$ cat src/rtl/elastic_pipeline.sv
// elastic_pipeline: chain of valid/ready register stages with bubble collapse and flush.
// Ports:
//   clk        rising-edge clock for all state
//   rst_n      asynchronous active-low reset, clears all stage valids and data
//   flush      synchronous discard of every held word, blocks both transfers this cycle
//   in_valid   upstream word present on in_data
//   in_data    upstream word
//   in_ready   block accepts in_data this cycle
//   out_valid  out_data holds a valid word
//   out_data   downstream word (last stage register)
//   out_ready  downstream accepts out_data this cycle
//   occupancy  number of stages currently holding a valid word
module elastic_pipeline #(
    parameter int BIT_WIDTH = 10,
    parameter int NUMBER_OF_STAGES = 5,
    localparam int COUNT_WIDTH = (NUMBER_OF_STAGES < 1) ? 1 : $clog2(NUMBER_OF_STAGES + 1)
) (
    input  logic                   clk,
    input  logic                   rst_n,
    input  logic                   flush,
    input  logic                   in_valid,
    input  logic [BIT_WIDTH-1:0]   in_data,
    output logic                   in_ready,
    output logic                   out_valid,
    output logic [BIT_WIDTH-1:0]   out_data,
    input  logic                   out_ready,
    output logic [COUNT_WIDTH-1:0] occupancy
);
    if (NUMBER_OF_STAGES == 0) begin : g_pass
        assign out_valid = in_valid & !flush;
        assign out_data  = in_data;
        assign in_ready  = out_ready & !flush;
        assign occupancy = '0;
    end else begin : g_pipe
        localparam int N = NUMBER_OF_STAGES;
        logic [N-1:0]         v;
        logic [BIT_WIDTH-1:0] d [N];
        logic [N:0]           r;
        logic [N-1:0]         up_v;
        logic [BIT_WIDTH-1:0] up_d [N];
        logic [COUNT_WIDTH-1:0] cnt;
        // Ready ripples back from the output: a stage can take a word if it is
        // empty or its own word is leaving, which is what collapses bubbles.
        always_comb begin
            r[N] = out_ready;
            for (int k = N - 1; k >= 0; k--) r[k] = !v[k] | r[k+1];
        end
        always_comb begin
            up_v[0] = in_valid;
            up_d[0] = in_data;
            for (int k = 1; k < N; k++) begin
                up_v[k] = v[k-1];
                up_d[k] = d[k-1];
            end
        end
        always_comb begin
            cnt = '0;
            for (int k = 0; k < N; k++) cnt = cnt + COUNT_WIDTH'(v[k]);
        end
        // Data only loads on an actual transfer so idle stages keep their last word.
        always_ff @(posedge clk or negedge rst_n) begin
            if (!rst_n) begin
                v <= '0;
                for (int k = 0; k < N; k++) d[k] <= '0;
            end else if (flush) begin
                v <= '0;
            end else begin
                for (int k = 0; k < N; k++) begin
                    if (r[k]) v[k] <= up_v[k];
                    if (r[k] && up_v[k]) d[k] <= up_d[k];
                end
            end
        end
        assign in_ready  = r[0] & !flush;
        assign out_valid = v[N-1] & !flush;
        assign out_data  = d[N-1];
        assign occupancy = cnt;
    end
endmodule
$ cat config.mk
export PLATFORM = sky130hd
export DESIGN_NAME = elastic_pipeline
export DESIGN_NICKNAME = d
export VERILOG_FILES = /design/src/rtl/elastic_pipeline.sv
export SDC_FILE = /design/constraint.sdc
export NUM_CORES = 1
export LEC_CHECK = 0
export CAP_MARGIN = 20
export CORE_AREA = 8 8 58 96
export DETAILED_ROUTE_END_ITERATION = 10
export DIE_AREA = 0 0 66 104
export PLACE_DENSITY = 0.78
export SYNTH_ARGS = -nofsm -noshare
export SYNTH_HDL_FRONTEND = slang
export SYNTH_SLANG_ARGS = --single-unit
$ cat constraint.sdc
create_clock -name clk -period 4.2 [get_ports clk]
set_input_delay 1.05 -clock clk [delete_from_list [all_inputs] [get_ports clk]]
set_output_delay 1.05 -clock clk [all_outputs]
set_load 0.005 [all_outputs]
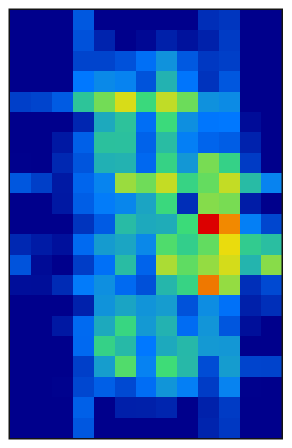
run_1/wire_density.png
13 x 21 tiles, from dark blue (low) to red (high), scaled to the fullest tile. Values are wire area over tile area, all layers added.
tiles over half the peak: 9.5%
densest ninth of the die: right middle
fullest tile: 0.43
mean over tiles: 0.088
nearly empty tiles: 30%
wire length per cell after detailed routing: 17.3 um
sum of routed wire length over all layers: 3810 um
via count of the routed design: 1190

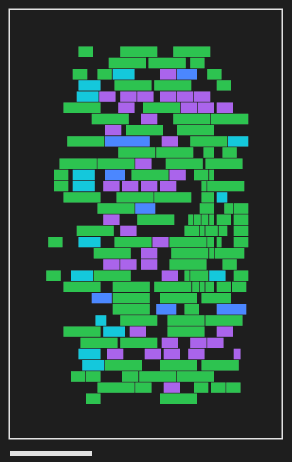
run_1/drive_strength.png
Bar = 20 um.
[purple] drive 2 | cells: 39 | share: 23%
[green] drive 1 or less | cells: 109 | share: 64%
[blue] drive 6 and up | cells: 7 | share: 4.1%
[cyan] drive 3 to 4 | cells: 14 | share: 8.3%
post-route worst setup slack: 0.683 ns
growth of design area from synthesis to finish: 15.8%
final cell area excluding filler cells: 0.00266 mm2
count of buffers not belonging to the clock network in the layout: 31

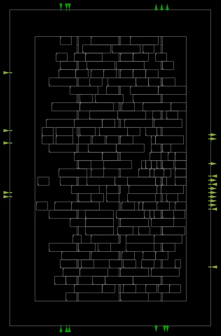
run_1/final_placement.png
non-filler cells in the finished layout: 220
final core utilization: 0.614

==> results.txt, run 1 <==
fresh numbers from the pnr run: result of the run finished, final reports clean, number of buffers inserted to repair setup after CTS 0, post-detailed-placement half-perimeter wirelength 2780 um, number of vias per cell 5.41, most frequent cell after synthesis sky130_fd_sc_hd__dfrtp_1, cell total in the yosys stat output 148, number of placement rows 32, power per cell area 478 mW/mm2, Sequential cell area 0.00138 mm2, reg-to-reg critical path startpoint g_pipe.v[2]$_DFFE_PN0P_, First DRT Iteration DRCs 102, peak-usage layer in the global routing report met2, Pre-Repair DR Iteration Count 4, top logic cells by instance count in the layout sky130_fd_sc_hd__dfrtp_1, sky130_fd_sc_hd__mux2_2, sky130_fd_sc_hd__clkdlybuf4s50_1, sky130_fd_sc_hd__mux2_4, antenna violations before repair 0, Yosys chip area 0.00229 mm2, number of H-tree levels 2, synth unique cells 21, fp util 0.530, mean instance size in the synthesized netlist 15.5 um2, count of unresolved DRC violations after routing 0, Sinks on Clock Net 55, standard cell core area 0.00432 mm2, pre-CTS setup slack 0.719 ns, pin count of the biggest net entering global routing 56, total congestion overflow 0, minimum clock period 3.52 ns, most common library cells after synthesis sky130_fd_sc_hd__dfrtp_1, sky130_fd_sc_hd__mux2_2, sky130_fd_sc_hd__buf_4, sky130_fd_sc_hd__mux2_4, sky130_fd_sc_hd__nor2_1, worst clock skew 0.0112 ns, fill cell total of the finished layout 328, worst setup path start g_pipe.v[3]$_DFFE_PN0P_, predominant post-synthesis flop cell sky130_fd_sc_hd__dfrtp_1, wire length of the first global-routing pass 6590 um, relative slew slack 0.517, setup repair after global routing missed its margin no, boundary pin count 30, TNS Setup 0 ns, M3 GR Usage 0.0378, layout cell share with drive strength beyond 1 0.355, number of storage elements in the synthesis netlist 55, count of flip-flops with a built-in enable after synthesis 0, number of cell instances on the worst register-to-register path 3, Final #Nets 187, final weighted congestion in routability-driven placement 0.803, class of the most critical hold timing path flip-flop to flip-flop, Final setup viols 0, met1 demand-to-capacity share in global routing 0.134, cell types occupying the most area after synthesis sky130_fd_sc_hd__dfrtp_1, sky130_fd_sc_hd__mux2_2, sky130_fd_sc_hd__mux2_4, CP endpoint occupancy[1], clock input transition at the sequential cells of the worst setup and hold paths 0.10 ns, fraction of registers with async set/reset 1.00, maximum buffer depth of the clock tree 2, antenna cell count 0, placement-stage cell area 0.00253 mm2, number of warnings reported in the yosys synthesis log 0, TritonCTS clock tree yes, met2 global-route usage 0.207, endpoint type of the worst setup path output port, arrival time at the worst endpoint 2.47 ns, clock latency at the later pin of the worst-skew pair 0.31 ns, max-capacitance violation count 0, tally of buffers added on design ports 29, upper clock frequency limit 284 MHz, tool warnings 26, worst-path maximum fanout 8, post-route ant nets 0, Worst setup SP type flip-flop, Leakage Power 1.22 nW, Final Hold Violation Tally 0, worst path required time 3.15 ns, Comb area 781 um2, worst reg2reg setup slack 2.31 ns, CTS hold repair buffers 0, instance count of the mapped netlist 148, post-CTS resize count 0, highest ir drop seen on vdd 0.301 mV, global-route usage over all layers 0.123, share of synthesized area occupied by flip-flops and latches 0.600, width of the chip 66 um, number of nets at floorplan 166, largest area contributor in the netlist sky130_fd_sc_hd__dfrtp_1, Final Max Slew Viols 0, transition at the pin with the smallest max-transition slack 0.724 ns, Tcrit/Tclk final 0.837, die extent in y 104 um, total die area 0.00686 mm2, area share of the largest cell type after synthesis 0.600, via count of the first global-routing pass 1368, Mapped Area 0.00229 mm2, number of cells after detailed placement 212, Worst Setup Path Type flip-flop to output port, total clock buffers created by CTS 5, Root Buffer sky130_fd_sc_hd__clkbuf_8, capture instance of the worst register-to-register path g_pipe.d[44]$_DFFE_PN0P_, most common cell after layout, fill and taps aside sky130_fd_sc_hd__dfrtp_1
run 1: layer usage:
layer / vias up / part of all wire
li1: 540 / -
met1: 615 / 0.40
met2: 27 / 0.53
met3: 8 / 0.044
met4: 0 / 0.027
met5: - / 0
run 1: worst max-delay path, stage by stage, from the launching register on:
cell                              delay [ns]
sky130_fd_sc_hd__dfrtp_1                0.50
sky130_fd_sc_hd__fa_1                   0.48
sky130_fd_sc_hd__fa_1                   0.39
sky130_fd_sc_hd__ha_1                   0.29
sky130_fd_sc_hd__clkdlybuf4s50_1        0.50
run 1: registers in the layout (all words and copies together), names as in the netlist:
| signal | cells |
|---|---|
| g_pipe.d | 40 |
| out_data | 10 |
| g_pipe.v | 5 |
run 1: worst min path at each step:
stage / startpoint / endpoint / cells past startpoint
floorplan: g_pipe.d[41]$_DFFE_PN0P_ / g_pipe.d[31]$_DFFE_PN0P_ / 1
global placement: g_pipe.d[31]$_DFFE_PN0P_ / g_pipe.d[31]$_DFFE_PN0P_ / 1
detailed placement: g_pipe.d[14]$_DFFE_PN0P_ / g_pipe.d[14]$_DFFE_PN0P_ / 1
CTS: g_pipe.d[20]$_DFFE_PN0P_ / g_pipe.d[10]$_DFFE_PN0P_ / 1
global route: g_pipe.d[26]$_DFFE_PN0P_ / g_pipe.d[16]$_DFFE_PN0P_ / 1
finish: g_pipe.d[20]$_DFFE_PN0P_ / g_pipe.d[10]$_DFFE_PN0P_ / 1
run 1: through the flow:
| step | total power [mW] | hold slack (ns) |
|---|---|---|
| 2_1_floorplan | 0.865 | 0.458 |
| 3_3_place_gp | 0.916 | 0.473 |
| 3_5_place_dp | 0.944 | 0.487 |
| 4_1_cts | 1.28 | 0.505 |
| 5_1_grt | 1.34 | 0.525 |
| 6_report | 1.27 | 0.495 |
run 1: power by group:
part	total, mW	internal (mW)	switching [mW]
clock	0.341	0.174	0.167
sequential	0.722	0.658	0.0637
combinational	0.205	0.143	0.0621
total	1.27	0.976	0.292
run 1: logic make-up (layout without fill, tap and decap cells):
logic type      Yosys count  in the layout  share of synthesized area
fa+ha+maj                 3              3                     0.0229
simple gates             10             10                     0.0273
flops                    55             55                      0.600
compound gates            9              9                     0.0284
mux                      50             50                      0.262
buf+inv                  21             42                     0.0595
run 1: layout make-up:
cell class,count,area share
well taps,51,0.0240
clock inverters,2,0.0141
repair buffers,31,0.118
inverters,4,0.00566
clock buffers,5,0.0259
flip-flops and latches,55,0.518
multi-input cells,72,0.294
==> run 2, diff against run 1 <==
--- a/config.mk
+++ b/config.mk
@@ -6,10 +6,10 @@
 export NUM_CORES = 1
 export LEC_CHECK = 0
 export CAP_MARGIN = 20
-export CORE_AREA = 8 8 58 96
+export CORE_AREA = 8 8 59 98
 export DETAILED_ROUTE_END_ITERATION = 10
-export DIE_AREA = 0 0 66 104
-export PLACE_DENSITY = 0.78
+export DIE_AREA = 0 0 67 106
+export PLACE_DENSITY = 0.75
 export SYNTH_ARGS = -nofsm -noshare
 export SYNTH_HDL_FRONTEND = slang
 export SYNTH_SLANG_ARGS = --single-unit
==> constraint.sdc (replaced) <==
create_clock -name clk -period 3.5 [get_ports clk]
set_input_delay 0.875 -clock clk [delete_from_list [all_inputs] [get_ports clk]]
set_output_delay 0.875 -clock clk [all_outputs]
set_load 0.005 [all_outputs]
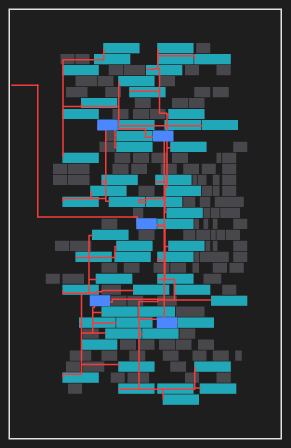
run_2/clock_map.png
[red] clock wires | length: 579 um
[blue] cells driving clock nets | count: 5
[cyan] flip-flops | count: 55
routed clock nets: 6
Clock Power Share: 0.249
power in the clock group: 0.371 mW

==> results.txt, run 2 <==
fresh numbers from the pnr run: Worst setup SP type flip-flop, Final setup viols 0, tally of buffers added on design ports 29, predominant post-synthesis flop cell sky130_fd_sc_hd__dfrtp_1, number of nets at floorplan 166, count of flip-flops with a built-in enable after synthesis 0, overall power of the completed layout 1.49 mW, TNS Setup 0 ns, final weighted congestion in routability-driven placement 0.878, maximum buffer depth of the clock tree 2, most common library cells after synthesis sky130_fd_sc_hd__dfrtp_1, sky130_fd_sc_hd__mux2_2, sky130_fd_sc_hd__buf_4, sky130_fd_sc_hd__mux2_4, sky130_fd_sc_hd__nor2_1, critical path's largest stage delay 0.50 ns, Sequential cell area 0.00138 mm2, antenna violations before repair 0, instance count of the mapped netlist 148, post-route ant nets 0, post-detailed-placement half-perimeter wirelength 2800 um, number of placement rows 33, number of cell instances on the worst register-to-register path 3, max-capacitance violation count 0, worst clock skew 0.00244 ns, sum of routed wire length over all layers 3830 um, final core utilization 0.586, result of the run finished, final reports clean, worst hold margin 0.472 ns, Top reg by flops g_pipe.d, Mapped Area 0.00229 mm2, part of the total power dissipated in combinational logic 0.166, wire length of the first global-routing pass 6210 um, relative slew slack 0.641, cell total in the yosys stat output 148, upper clock frequency limit 298 MHz, Comb area 781 um2, post-route worst setup slack 0.146 ns, Tcrit/Tclk final 0.958, count of unresolved DRC violations after routing 0, boundary pin count 30, final cell area excluding filler cells 0.00266 mm2, pin count of the biggest net entering global routing 56, growth of design area from synthesis to finish 16.0%, flip-flop count of the largest register after layout 40, top logic cells by instance count in the layout sky130_fd_sc_hd__dfrtp_1, sky130_fd_sc_hd__mux2_2, sky130_fd_sc_hd__clkdlybuf4s50_1, sky130_fd_sc_hd__mux2_4, sky130_fd_sc_hd__clkbuf_8, cell types occupying the most area after synthesis sky130_fd_sc_hd__dfrtp_1, sky130_fd_sc_hd__mux2_2, sky130_fd_sc_hd__mux2_4, setup repair after global routing missed its margin no, fill cell total of the finished layout 362, largest area contributor in the netlist sky130_fd_sc_hd__dfrtp_1, antenna cell count 0, via count of the routed design 1189, transition at the pin with the smallest max-transition slack 0.538 ns, relative contribution of sequential cells to total power 0.584, most used cell, CP sky130_fd_sc_hd__fa_1, minimum clock period 3.35 ns, width of the chip 67 um, Leakage Power 1.23 nW, Final Max Slew Viols 0, Pre-Repair DR Iteration Count 3, tool warnings 26, endpoint type of the worst setup path output port, TritonCTS clock tree yes, wire length per cell after detailed routing 17.2 um, Worst Setup Path Type flip-flop to output port, number of buffers inserted to repair setup after CTS 0, power per cell area 560 mW/mm2, worst path required time 2.62 ns, non-filler cells in the finished layout 223, class of the most critical hold timing path input pin to async pin, most frequent cell after synthesis sky130_fd_sc_hd__dfrtp_1, proportion of total power due to net switching 0.232, share of synthesized area occupied by flip-flops and latches 0.600, number of cells after detailed placement 214, global-route usage over all layers 0.115, number of warnings reported in the yosys synthesis log 0, placement-stage cell area 0.00254 mm2, worst-path maximum fanout 8, area share of the largest cell type after synthesis 0.600, total congestion overflow 0, library cell contributing the largest single delay on the critical path sky130_fd_sc_hd__dfrtp_1, First DRT Iteration DRCs 100, Yosys chip area 0.00229 mm2, standard cell core area 0.00454 mm2, internal power contribution 1.14 mW, Net Switching 0.346 mW, die extent in y 106 um, post-CTS resize count 0, number of vias per cell 5.33, CTS hold repair buffers 0, most common cell after layout, fill and taps aside sky130_fd_sc_hd__dfrtp_1, fraction of registers with async set/reset 1.00, Sinks on Clock Net 55, highest ir drop seen on vdd 0.376 mV, clock input transition at the sequential cells of the worst setup and hold paths 0.09 ns, layout cell share with drive strength beyond 1 0.363, cell breakdown of the critical path fa_1, fa_1, ha_1, clkdlybuf4s50_1, Final #Nets 188, pre-CTS setup slack 0.348 ns, fp util 0.505, clock latency at the later pin of the worst-skew pair 0.30 ns
==> run 2: cell counts after synthesis <==
No cell type changed its count.
==> run 2: routing by layer <==
layer | share of wire | vias to the layer above | global-route usage
met5 | 0 | - | 0
met4 | 0.026 | 0 | 0.0602
met3 | 0.038 | 8 | 0.0305
met2 | 0.54 | 25 | 0.197
met1 | 0.39 | 609 | 0.124
li1 | - | 547 | -
==> run 2: logic make-up (layout without fill, tap and decap cells) <==
| group | Yosys count | after routing | share of synthesized area |
|---|---|---|---|
| flip-flops | 55 | 55 | 0.600 |
| multiplexers | 50 | 50 | 0.262 |
| adder cells (fa/ha/maj) | 3 | 3 | 0.0229 |
| AND/OR/NAND/NOR | 10 | 10 | 0.0273 |
| buffers and inverters | 21 | 44 | 0.0595 |
| AND-OR/OR-AND | 9 | 9 | 0.0284 |
==> run 2: final timing paths <==
check | start | endpoint | slack (ns)
max | g_pipe.v[3]$_DFFE_PN0P_ | occupancy[1] | 0.15
min | rst_n | g_pipe.d[12]$_DFFE_PN0P_ | 0.47
max reg2reg | g_pipe.v[4]$_DFFE_PN0P_ | g_pipe.d[29]$_DFFE_PN0P_ | 1.73
min reg2reg | g_pipe.d[34]$_DFFE_PN0P_ | g_pipe.d[34]$_DFFE_PN0P_ | 0.51
max in group asynchronous | rst_n | g_pipe.d[45]$_DFFE_PN0P_ | 2.51
min in group clk | g_pipe.d[34]$_DFFE_PN0P_ | g_pipe.d[34]$_DFFE_PN0P_ | 0.51
==> run 2: power groups by stage <==
stage | registers [mW] | clock network, mW | logic (mW)
final | 0.870 | 0.371 | 0.247
after global routing | 0.891 | 0.409 | 0.270
after CTS | 0.873 | 0.385 | 0.251
after detailed placement | 0.886 | 0 | 0.250
after global placement | 0.868 | 0 | 0.233
after floorplan | 0.852 | 0 | 0.186
==> run 2: area by class of cell <==
class,count,share of cell area
clock inverters,1,0.00282
inverters,4,0.00564
repair buffers,32,0.120
well taps,52,0.0244
flip-flops and latches,55,0.517
multi-input cells,72,0.293
clock buffers,7,0.0362
==> run 2: critical path, delay by kind of cell, from the launching register on <==
family                     cells  cell delay [ns]
adders and majority gates      3             1.17
DFF                            1             0.50
buffers and inverters          1             0.50
Power figures rest on the tool's default switching activity, not on a simulated workload.
